===== config.mk =====
export PLATFORM = sky130hd
export DESIGN_NAME = mac_tx
export DESIGN_NICKNAME = d
export VERILOG_FILES = /design/src/rtl/mac_tx.sv
export SDC_FILE = /design/constraint.sdc
export NUM_CORES = 1
export LEC_CHECK = 0
export CAP_MARGIN = 0
export CORE_MARGIN = 1
export CORE_UTILIZATION = 50
export CTS_BUF_LIST = sky130_fd_sc_hd__clkbuf_4
export DETAILED_ROUTE_END_ITERATION = 6
export MAX_ROUTING_LAYER = met4
export PLACE_DENSITY = 0.74
export SETUP_SLACK_MARGIN = 0.05
export SYNTH_ARGS = -nofsm -noshare
export SYNTH_HDL_FRONTEND = slang
export SYNTH_SLANG_ARGS = --single-unit
export TNS_END_PERCENT = 1

===== constraint.sdc =====
create_clock -name in_txc -period 5.15 [get_ports in_txc]
set_clock_uncertainty 0.15 [all_clocks]
set_input_delay 1.545 -clock in_txc [delete_from_list [all_inputs] [get_ports in_txc]]
set_output_delay 1.545 -clock in_txc [all_outputs]
set_load 0.01 [all_outputs]

===== src/rtl/mac_tx.sv =====
// GMII-style transmit MAC: preamble/SFD, Ethernet II header, payload, CRC-32 FCS, IPG.
// Optional MAC_TX_PAD_EN: zero-pad short payloads to MIN_PAYLOAD before the FCS.
module mac_tx #(
    parameter logic [7:0] PREAMBLE_BYTE = 8'h55,
    parameter logic [7:0] SFD_BYTE      = 8'hD5,
    parameter int         MIN_PAYLOAD   = 46,
    parameter int         MAX_PAYLOAD   = 1500,
    parameter int         IPG_BYTES     = 12
) (
    input  logic        in_txc,
    input  logic        in_rst_n,
    input  logic        in_start,
    input  logic [47:0] in_dest_mac,
    input  logic [47:0] in_src_mac,
    input  logic [15:0] in_ether_type,
    input  logic [7:0]  in_data,
    input  logic        in_data_valid,
    input  logic        in_data_last,
    output logic        out_data_ready,
    output logic        out_busy,
    output logic        out_txen,
    output logic [7:0]  out_txd,
    output logic        out_txer
);

    localparam logic [10:0] MIN_CNT = 11'(MIN_PAYLOAD);
    localparam logic [10:0] MAX_CNT = 11'(MAX_PAYLOAD);
    localparam logic [10:0] IPG_CNT = 11'(IPG_BYTES - 1);

    typedef enum logic [3:0] {
        S_IDLE, S_PREAMBLE, S_SFD, S_MACDEST, S_MACSRC, S_ETHERTYPE, S_PAYLOAD,
`ifdef MAC_TX_PAD_EN
        S_PAD,
`endif
        S_FCS, S_IPG
    } state_t;

    state_t      state_q, state_d;
    logic [10:0] count_q, count_d;
    logic [47:0] dest_q, dest_d, src_q, src_d;
    logic [15:0] type_q, type_d;
    logic [31:0] crc_q, crc_d;
    logic        txen_q, txen_d, txer_q, txer_d, busy_q, busy_d, over_q, over_d;
    logic [7:0]  txd_q, txd_d;
`ifdef MAC_TX_PAD_EN
    logic [10:0] len_q, len_d;
`endif

    function automatic logic [31:0] crc_next(input logic [31:0] c, input logic [7:0] b);
        logic [31:0] r;
        r = c ^ {24'h0, b};
        for (int i = 0; i < 8; i++)
            r = r[0] ? ((r >> 1) ^ 32'hEDB88320) : (r >> 1);
        return r;
    endfunction

    assign out_data_ready = (state_q == S_PAYLOAD) && (count_q < MAX_CNT);

    always_comb begin
        state_d = state_q;
        count_d = count_q + 11'd1;
        dest_d  = dest_q;
        src_d   = src_q;
        type_d  = type_q;
        crc_d   = crc_q;
        busy_d  = busy_q;
        over_d  = over_q;
        txen_d  = 1'b0;
        txd_d   = 8'h00;
        txer_d  = 1'b0;
`ifdef MAC_TX_PAD_EN
        len_d   = len_q;
`endif
        case (state_q)
            S_IDLE: begin
                if (in_start) begin
                    dest_d  = in_dest_mac;
                    src_d   = in_src_mac;
                    type_d  = in_ether_type;
                    crc_d   = '1;
                    over_d  = 1'b0;
                    busy_d  = 1'b1;
                    state_d = S_PREAMBLE;
                end
            end
            S_PREAMBLE: begin
                txen_d = 1'b1;
                txd_d  = PREAMBLE_BYTE;
                if (count_q == 11'd6) state_d = S_SFD;
            end
            S_SFD: begin
                txen_d  = 1'b1;
                txd_d   = SFD_BYTE;
                state_d = S_MACDEST;
            end
            // Header fields shift out MSB-first; the captured copies are consumed.
            S_MACDEST: begin
                txen_d = 1'b1;
                txd_d  = dest_q[47:40];
                dest_d = dest_q << 8;
                crc_d  = crc_next(crc_q, dest_q[47:40]);
                if (count_q == 11'd5) state_d = S_MACSRC;
            end
            S_MACSRC: begin
                txen_d = 1'b1;
                txd_d  = src_q[47:40];
                src_d  = src_q << 8;
                crc_d  = crc_next(crc_q, src_q[47:40]);
                if (count_q == 11'd5) state_d = S_ETHERTYPE;
            end
            S_ETHERTYPE: begin
                txen_d = 1'b1;
                txd_d  = type_q[15:8];
                type_d = type_q << 8;
                crc_d  = crc_next(crc_q, type_q[15:8]);
                if (count_q == 11'd1) state_d = S_PAYLOAD;
            end
            S_PAYLOAD: begin
                txen_d = 1'b1;
                if (in_data_valid && out_data_ready) begin
                    txd_d = in_data;
                    crc_d = crc_next(crc_q, in_data);
                    if (in_data_last) begin
`ifdef MAC_TX_PAD_EN
                        if (count_q + 11'd1 < MIN_CNT) begin
                            len_d   = count_q + 11'd1;
                            state_d = S_PAD;
                        end else begin
                            state_d = S_FCS;
                        end
`else
                        state_d = S_FCS;
`endif
                    end else if (count_q + 11'd1 == MAX_CNT) begin
                        over_d  = 1'b1;
                        state_d = S_FCS;
                    end
                end else begin
                    // Underrun: flag one errored byte and abandon the frame without FCS.
                    txer_d  = 1'b1;
                    state_d = S_IPG;
                end
            end
`ifdef MAC_TX_PAD_EN
            S_PAD: begin
                txen_d = 1'b1;
                crc_d  = crc_next(crc_q, 8'h00);
                if (len_q + count_q + 11'd1 == MIN_CNT) state_d = S_FCS;
            end
`endif
            S_FCS: begin
                txen_d = 1'b1;
                txer_d = over_q;
                case (count_q[1:0])
                    2'd0:    txd_d = ~crc_q[7:0];
                    2'd1:    txd_d = ~crc_q[15:8];
                    2'd2:    txd_d = ~crc_q[23:16];
                    default: txd_d = ~crc_q[31:24];
                endcase
                if (count_q == 11'd3) state_d = S_IPG;
            end
            S_IPG: begin
                if (count_q == IPG_CNT) begin
                    busy_d  = 1'b0;
                    state_d = S_IDLE;
                end
            end
            default: state_d = S_IDLE;
        endcase
        if (state_d != state_q) count_d = '0;
    end

    always_ff @(posedge in_txc) begin
        if (!in_rst_n) begin
            state_q <= S_IDLE;
            count_q <= '0;
            dest_q  <= '0;
            src_q   <= '0;
            type_q  <= '0;
            crc_q   <= '1;
            busy_q  <= 1'b0;
            over_q  <= 1'b0;
            txen_q  <= 1'b0;
            txd_q   <= 8'h00;
            txer_q  <= 1'b0;
`ifdef MAC_TX_PAD_EN
            len_q   <= '0;
`endif
        end else begin
            state_q <= state_d;
            count_q <= count_d;
            dest_q  <= dest_d;
            src_q   <= src_d;
            type_q  <= type_d;
            crc_q   <= crc_d;
            busy_q  <= busy_d;
            over_q  <= over_d;
            txen_q  <= txen_d;
            txd_q   <= txd_d;
            txer_q  <= txer_d;
`ifdef MAC_TX_PAD_EN
            len_q   <= len_d;
`endif
        end
    end

    assign out_busy = busy_q;
    assign out_txen = txen_q;
    assign out_txd  = txd_q;
    assign out_txer = txer_q;

endmodule


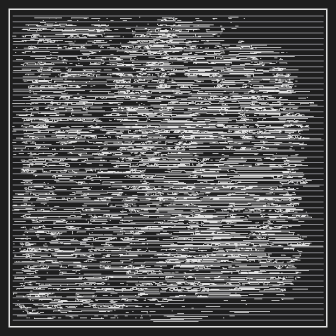
Figure 1: run 1, signal wires on met1.
Supply wires on this layer in gray.
share of all routed wire = 40%
main direction = horizontal
nets with wire on the layer = 1,424
longest straight run = 44.2 µm

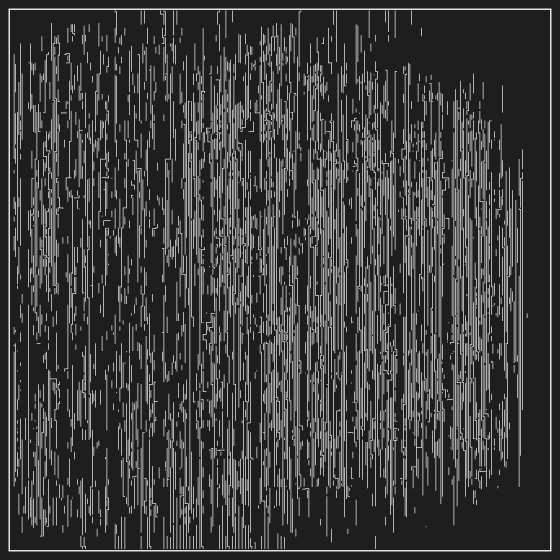
Figure 2: run 1, M2 wires.
nets with wire on the layer = 1,226
main direction = vertical
longest straight run = 96.4 µm
wire length on this layer = 17,600 µm
met2 global-route usage: 0.526
total wire length: 38,500 µm
via count: 10,500

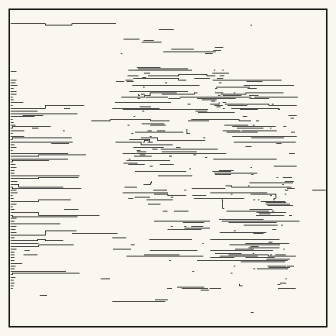
Figure 3: run 1, signal wires on met3.
longest straight run = 49.7 µm
wire length on this layer = 3,530 µm
routing usage on met3: 0.0791

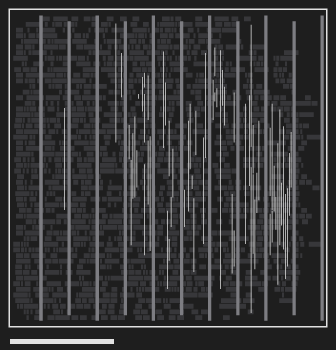
Figure 4: run 1, M4 wires.
Bar = 50 µm. Supply wires on this layer in gray.
wire length on this layer = 2,070 µm
share of all routed wire = 5.4%
nets with wire on the layer = 46
longest straight run = 115 µm
main direction = vertical

==> run 1: metal layers <==
metal	global-route usage	vias up	part of all wire
met1	0.410	4935	0.40
li1	-	4889	-
met3	0.0791	140	0.092
met5	-	-	0
met2	0.526	523	0.46
met4	0.183	0	0.054
==> run 1: kinds of logic (layout without fill, tap and decap cells) <==
kind of cell	count (synthesis)	in the layout	synth area share
and+or+nand+nor	448	448	0.176
AOI/OAI and AO/OA	314	314	0.206
xor gates and xnor gates	278	278	0.250
DFF	171	171	0.302
buffers and inverters	151	209	0.0570
muxes	5	5	0.00464
adders and majority gates	4	4	0.00442
other	0	3	0
==> run 1: how the worst max path moves through the flow <==
stage               start        endpoint  slack [ns]  cells past startpoint
6_report       state_q[3]  out_data_ready        0.69                      4
5_1_grt        state_q[2]  out_data_ready        0.62                      4
4_1_cts        state_q[3]  out_data_ready        0.73                      4
3_5_place_dp   in_data[0]       crc_q[22]        0.85                      8
3_3_place_gp   in_data[6]       crc_q[22]        0.85                      8
2_1_floorplan  in_data[0]       crc_q[22]        1.59                      8
==> run 1: Yosys cell counts, drive strengths merged (4+ instances only) <==
cell       n  share of area
o32ai      8         0.0062
dfxtp    171           0.30
o211ai     5         0.0033
nor4       9         0.0061
xnor3     10          0.020
nand2    184          0.061
xor2      64          0.057
a31oi      7         0.0039
a21oi     49          0.022
nand3     59          0.026
ha         4         0.0044
xnor2    202           0.17
inv       21         0.0070
nor3      12         0.0053
o22ai     53          0.029
a221oi     5         0.0039
nand2b     5         0.0028
nor2     133          0.044
and3       5         0.0030
a2111oi    4         0.0031
o311ai     7         0.0054
a22oi     11         0.0073
buf       34          0.018
clkbuf    96          0.032
o221ai    50          0.039
nor2b     14         0.0077
a21boi    11         0.0073
a211oi     8         0.0053
o211a     42          0.037
o21ai     28          0.012
==> results.txt, run 1 <==
The full implementation flow was run.

The synthesis report names the predominant flop master as sky130_fd_sc_hd__dfxtp_1. Warnings raised by the tools during the run amount to 31. The total of endpoints with negative setup slack in the final report stands at 0.

The combinational cell power stands at about 1.0 mW. At the pin with the least slew margin, the transition time is roughly 1.1 ns. The all-layer global routing usage stands at 0.340. The worst path required time stands at around 3.5 ns.

After technology mapping, the gate count stands at about 1,400. The instance count along the most critical hold path stands at 2. Looking at the hold checks, the worst path lands on dest_q[0].

The run finished with clean final reports. The count of cells resized by post-cts repair stands at 0. Note that the worst hold path type here is flop to flop. The DRC violation count after routing stands at 0. Looking at the VDD voltage map, the peak drop is about 0.00019 V.

Of the total power, combinational logic draws 0.296. The clock period minus worst slack stands at between 4 and 5 ns. The total inserted antenna cells stands at 3. The worst register-to-register path begins at state_q[2]. The overall die area stands at 23,300 µm². The violation count after the first detailed-route iteration stands at approximately 830.

In the final report, the number of hold violations comes to 0. Per the CTS log, the buffer count on the longest clock path is 2. The clock insertion delay at the later pin of the skew report stands at ~0.62 ns. The number of sequential storage elements stands at roughly 170. The relative slew slack stands at 0.293.

The part of the Yosys area used for sequential elements stands at 0.302. At the end of the flow, the number of nets in the layout was 1,545. The number of antenna violations at the first check in global routing is 3.

The cell area that synthesis handed to floorplanning was about 11,000 µm². The final non-filler cell total stands at 1,712. The estimated wirelength of the detail-placed design stands at 27,100 µm. Total power for the finished layout comes to between 3 and 4 mW. The power spent charging and discharging nets stands at between 1 and 1.5 mW.

Per the run summary, max-cap violations total 0. Among logic cells in the layout, the one with the most instances is sky130_fd_sc_hd__xnor2_1. The clock-pin slew of the registers on the worst-case setup and hold paths stands at 0.19 ns. In this design, the largest share of critical-path delay is due to flip-flops.

Internal power comes to 2.14 mW. The share of total power dissipated in the clock network is 0.273. In this run the critical register-to-register path is captured at count_q[8]. The number of standard cells reported by yosys stands at ~1,400. The net switching share of the total power stands at 0.378. The port buffer count stands at between 100 and 150. The final cell utilization of the core stands at 0.593.

The post-route clock period utilization stands at 0.865. The share of total power dissipated in sequential elements is 0.431. For reference, the final report shows the max-slew violation count at 0. The tapcell count stands at roughly 280. The count of inverters not on the clock network in the layout stands at 21. The mean instance size in the synthesized netlist stands at roughly 8.3 µm².
Figure 5. Clock wiring as the flow saved it (run 1).
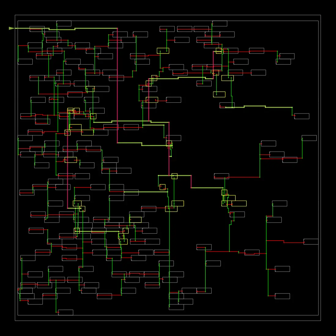

==> run 1 -> run 2 <==
clock period = 4.54 ns   (was 5.15 ns; I/O delays follow)
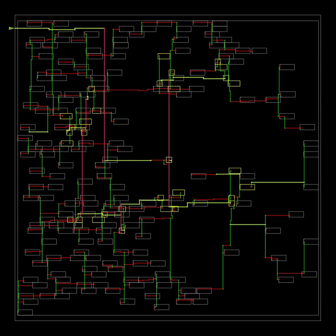
Figure 6: run 2, clock wiring as the flow saved it.
clk latency late pin: 0.64 ns
CTS sink cnt: 171
power in the clock group: 1.07 mW

==> results.txt, run 2 <==
The full implementation flow was run.

Counting distinct cell types in the post-synthesis netlist gives slightly above 80. The max-slew check reports its worst relative slack as 0.396. Looking at the clock tree report, the root buffer type is sky130_fd_sc_hd__clkbuf_4. The H-tree was split into 4 levels. The registers reported with the highest flop counts are dest_q (48), src_q (48), crc_q (32). On the critical path, the stage with the largest delay is an instance of sky130_fd_sc_hd__dfxtp_1. The die height stands at ~150 µm. Compared with the post-synthesis result, the final layout area differs by 16.2%. The core utilization at floorplan stands at 0.514. Tracing the worst setup path back leads to its startpoint at state_q[3]. For this run, the final setup violation count is recorded as 0. Looking at the critical path, the highest net fanout was 22. The synthesized netlist cell count stands at approximately 1,400. The maximum clock frequency stands at around 260 MHz. Along the worst hold path, the cell count comes to 2. Per the final report, max-transition violations number 0. Using the TritonRoute via totals, the vias-per-cell ratio works out to just over 6. The most used flip-flop cell after synthesis is sky130_fd_sc_hd__dfxtp_1.

By instance count, the leading cell after synthesis is sky130_fd_sc_hd__xnor2_1. The number of hold-slack violations in the final timing report stands at 0. The final weighted congestion in routability-driven placement stands at 1.01.

The port buffer count stands at 136. For met2 alone, demand over resource in global routing was 0.536. The number of max-capacitance violations reported stands at 0. The region available for standard cell placement spans between 20,000 and 25,000 µm².

The leakage power in the latest report is between 5 and 6 nW. In this run the tools logged warnings totalling 29. CTS reports a maximum clock tree buffer depth of 2. The setup TNS stands at 0 ns.

The worst hold path terminates at type_q[4]. The power density over the cells stands at just under 300 nW/µm². Hold timing on the final database bottoms out at a slack of between 0.3 and 0.4 ns. The clock-pin slew of the registers on the worst-case setup and hold paths stands at between 0.15 and 0.2 ns. Of all cell types, the one taking the most synthesized area is sky130_fd_sc_hd__dfxtp_1. The register-to-register setup slack stands at around 1.3 ns. The library cell used most frequently in the layout, excluding fill and tap cells, is sky130_fd_sc_hd__xnor2_1. The number of antenna violations at the first check in global routing stands at 2.

Of the synthesized area, sequential elements account for 0.302. The number of nets in the layout stands at approximately 1,600. The highest layer touched by signal routing is met4. The first global-routing pass estimated between 50,000 and 60,000 µm of wire. The met3 global-route usage stands at 0.0694. Setup repair after global routing left no endpoint under its margin.

Note that the worst hold path type here is flop to flop. By area the synthesized netlist is led by sky130_fd_sc_hd__dfxtp_1 30%, sky130_fd_sc_hd__xnor2_1 14%, sky130_fd_sc_hd__nand2_1 6.1%. Entering global routing, the biggest net connects 72 pins. The top-level I/O count stands at about 140. The final cell utilization of the core stands at 0.598. The clock period minus worst slack stands at 3.89 ns.

TritonCTS built the clock tree. The mean instance size in the synthesized netlist stands at ~8.3 µm². The number of global-route vias before repair stands at 10,100.

The post-route clock period utilization stands at 0.858. STA puts the critical path data required time at approximately 3.0 ns. The DRC violation count after routing stands at 0.

In the per-layer summary, the met1 wirelength comes to between 15,000 and 20,000 µm. Per the layout report, the design carries ~2,000 filler cells. The count of cells resized by post-cts repair stands at 0. After synthesis, the design contains 1,371 cells according to Yosys. The total number of yosys warnings stands at 0. For the pin with the worst max-slew slack, the measured transition is between 0.9 and 1 ns. The critical path goes through nand4bb_1, nor2_1, clkdlybuf4s50_1. The CTS buffer count stands at 17. The horizontal die dimension reported for this design is 152 µm. The met2 layer wire length in the routed design stands at ~18,000 µm.

The total overflow left after global routing is 0. The global routing report lists combined usage of all routing layers as 0.340. IR analysis of the VDD net gives a maximum drop of between 0.0002 and 0.00025 V. Per the timing report, the most critical flop-to-flop path finishes at crc_q[20].

Before any placement, the netlist area is recorded as roughly 11,000 µm². In this run the full chip footprint comes out at between 20,000 and 25,000 µm². The layout cell share with drive strength beyond 1 stands at 0.0784. The top cell types in the final layout, fill and taps aside, are 186 x sky130_fd_sc_hd__xnor2_1, 183 x sky130_fd_sc_hd__nand2_1, 171 x sky130_fd_sc_hd__dfxtp_1, 135 x sky130_fd_sc_hd__clkdlybuf4s50_1, 133 x sky130_fd_sc_hd__nor2_1. Per the post-synthesis report, the nets total roughly 1,500. Summing internal, switching and leakage power gives approximately 4 mW.

The estimated wirelength of the detail-placed design stands at ~27,000 µm. The worst setup path is of the flop to output port kind. Wire segments on met3 add up to roughly 3400 µm in the final route.

The chip area line in the Yosys stat output reads approximately 11,000 µm². In this run the remaining antenna-violating nets after routing total 0. Yosys reported a register bit count of about 170.

The timing report gives the biggest stage delay along the critical path as between 0.9 and 1 ns. The violation count after the first detailed-route iteration stands at 995. The run finished with clean final reports. Per the hold report, the tightest min-delay path originates at type_q[4].

After detailed routing, the average wire length per cell comes to ~22 µm. By count the netlist is led by 186 x sky130_fd_sc_hd__xnor2_1, 183 x sky130_fd_sc_hd__nand2_1, 171 x sky130_fd_sc_hd__dfxtp_1, 133 x sky130_fd_sc_hd__nor2_1, 95 x sky130_fd_sc_hd__clkbuf_1. Looking at the global route congestion table, the highest-usage layer is met2. The area fraction of the dominant cell type after synthesis stands at 0.302.

The launch point of the worst register-to-register path is recorded as crc_q[0].
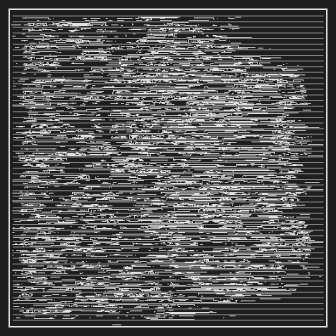
Figure 7: run 2, signal wires on met1.
Supply wires on this layer in gray.
via count: 10,500
total wire length: 38,300 µm
GR met1 Demand/Resource: 0.412

## run 2: final cells by class
class	instances	area, µm²	share of cell area
multi-input combinational	1049	7330	0.557
sequential	171	3420	0.260
timing repair buffer	169	1620	0.123
tap	280	350	0.0266
clock inverter	15	230	0.0175
clock buffer	17	128	0.00969
inverter	21	78.8	0.00599
antenna	2	5.00	0.000380
## run 2: how the worst max path moves through the flow
stage / end / slack [ns] / cells after the start
2_1_floorplan: crc_q[22] / 1.16 / 8
3_3_place_gp: crc_q[22] / 0.40 / 8
3_5_place_dp: crc_q[22] / 0.37 / 8
4_1_cts: out_data_ready / 0.65 / 3
5_1_grt: out_data_ready / 0.56 / 3
6_report: out_data_ready / 0.65 / 3
## run 2: per-stage QoR
stage	instance area [µm²]	setup WS, ns	instances
after floorplan	11300	1.16	1371
after global placement	12800	0.403	1690
after detailed placement	12800	0.372	1690
after CTS	13200	0.648	1722
after global routing	13200	0.563	1724
final	13200	0.647	1724
## run 2: cell families after synthesis
family                   count (synthesis)  share of synthesized area
AND/OR/NAND/NOR                        448                      0.176
buffers and inverters                  151                     0.0570
XOR/XNOR                               278                      0.250
flip-flops                             171                      0.302
multiplexers                             5                    0.00464
AND-OR/OR-AND                          314                      0.206
adder cells (fa/ha/maj)                  4                    0.00442
## run 2: critical path, delay by kind of cell (launching register included)
| kind | cells | cell delay (ns) |
|---|---|---|
| buf+inv | 1 | 0.48 |
| simple gates | 2 | 0.34 |
| flops | 1 | 0.95 |
## run 2: power by group
part | switching, mW | leakage [nW] | total, mW | internal, mW
Sequential | 0.0946 | 1.40 | 1.68 | 1.59
Combinational | 0.627 | 3.46 | 1.17 | 0.547
Clock | 0.761 | 0.183 | 1.07 | 0.304
==> run 2 -> run 3 <==
CTS_CLUSTER_DIAMETER = 80   (was default)
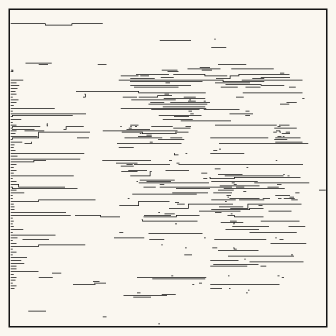
Figure 8: run 3, signal wires on met3.
longest straight run = 59.8 µm
main direction = horizontal

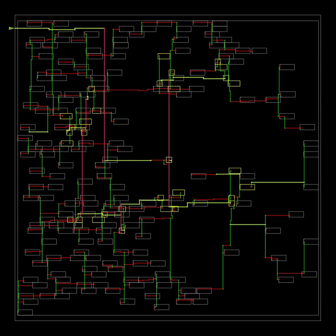
Figure 9: run 3, clock wiring as the flow saved it.
number of clock buffers inserted by TritonCTS: 17
count of sequential standard cells: 171
Clock Buffer Count: 17

==> results.txt, run 3 <==
The full implementation flow was run.

The share of total power dissipated in the clock network is 0.272. Sorting the Yosys area breakdown by cell type puts at the top sky130_fd_sc_hd__dfxtp_1. The number of antenna violations at the first check in global routing stands at 2. The number of H-tree branching levels stands at 4. The design draws between 3 and 4 mW. The area fraction of the largest cell type after synthesis is 0.302. The total detailed-routing wirelength stands at roughly 38,000 µm. The global-route wire length before repair stands at roughly 59,000 µm. The final weighted congestion in routability-driven placement stands at 1.01. From left edge to right edge, the die measures 152 µm. The static leakage power stands at between 5 and 6 nW.

For the worst reg-to-reg path, the endpoint reported by OpenROAD is crc_q[20]. The final non-filler cell total stands at between 1,500 and 2,000. Compared with the post-synthesis result, the final layout area differs by 16.2%. After detailed routing, the number of vias per cell comes to 6.09. The cell count after placement stands at about 1,700. The part of the Yosys area used for sequential elements stands at 0.302. The sequential logic power stands at about 1.7 mW. The top-level I/O count stands at around 140. Looking at the clock tree report, the root buffer type is sky130_fd_sc_hd__clkbuf_4. Power attributed to the clock group is between 1 and 1.5 mW. The area of the mapped netlist stands at ~11,000 µm². The clock-pin slew of the registers on the worst-case setup and hold paths stands at 0.19 ns. The number of nets in the layout stands at ~1,600. The instance count along the most critical hold path stands at 2.

The later pin in the worst-skew pair is clocked with a latency of approximately 0.64 ns. The biggest fanout along the worst timing path stands at 22. After technology mapping, the gate count stands at between 1,000 and 1,500. By count the netlist is led by 186 x sky130_fd_sc_hd__xnor2_1, 183 x sky130_fd_sc_hd__nand2_1, 171 x sky130_fd_sc_hd__dfxtp_1, 133 x sky130_fd_sc_hd__nor2_1, 95 x sky130_fd_sc_hd__clkbuf_1. The floorplan step defined a core boundary enclosing between 20,000 and 25,000 µm². Looking at the max-slew report, the worst-margin pin has a slew of around 0.90 ns.

The all-layer global routing usage stands at 0.340. By instance count, the leading cell after synthesis is sky130_fd_sc_hd__xnor2_1. In this run the critical register-to-register path is launched from crc_q[0].

The post-route standard cell area excluding fillers stands at ~13,000 µm². CTS saw ~170 sinks. The relative slew slack stands at 0.396.

Yosys attributes the largest share of cell area to sky130_fd_sc_hd__dfxtp_1 30%, sky130_fd_sc_hd__xnor2_1 14%, sky130_fd_sc_hd__nand2_1 6.1%. The flow ran to the end, and the final reports show no timing, DRC or antenna violations. The worst register-to-register path has a setup slack of between 1 and 1.5 ns. The area recorded from the Yosys report for this design is ~11,000 µm². The overall die area stands at ~23,000 µm². The die height stands at 152 µm.
[run 3: cell counts after synthesis]
Identical to the previous run, type by type.
[run 3: critical path: stages, from the launching register on]
cell	delay, ns
sky130_fd_sc_hd__dfxtp_1	0.95
sky130_fd_sc_hd__nand4bb_1	0.28
sky130_fd_sc_hd__nor2_1	0.06
sky130_fd_sc_hd__clkdlybuf4s50_1	0.48
[run 3: per-layer routing]
| metal | vias up | global-route usage | wire (µm) |
|---|---|---|---|
| li1 | 4898 | - | - |
| met5 | - | - | 0 |
| met4 | 0 | 0.177 | 2010 |
| met2 | 528 | 0.536 | 17500 |
| met3 | 109 | 0.0694 | 3420 |
| met1 | 4958 | 0.412 | 15400 |
[run 3: final cells by class]
type | instances | area, µm²
Fill cell | 1981 | 8860
Multi-Input combinational cell | 1049 | 7330
Sequential cell | 171 | 3420
Timing Repair Buffer | 169 | 1620
Tap cell | 280 | 350
Clock inverter | 15 | 230
Clock buffer | 17 | 128
Inverter | 21 | 78.8
Antenna cell | 2 | 5.00
[run 3: stage by stage]
step            util  setup WS, ns
2_1_floorplan      -          1.16
3_3_place_gp   0.581         0.403
3_5_place_dp   0.581         0.372
4_1_cts        0.597         0.648
5_1_grt        0.598         0.563
6_report       0.598         0.647
[run 3: cells by family after synthesis]
kind of cell / count (synthesis) / synth area share
AND/OR/NAND/NOR: 448 / 0.176
adder cells (fa/ha/maj): 4 / 0.00442
multiplexers: 5 / 0.00464
XOR/XNOR: 278 / 0.250
buffers and inverters: 151 / 0.0570
AND-OR/OR-AND: 314 / 0.206
flip-flops: 171 / 0.302
Power and IR drop assume default switching activity.
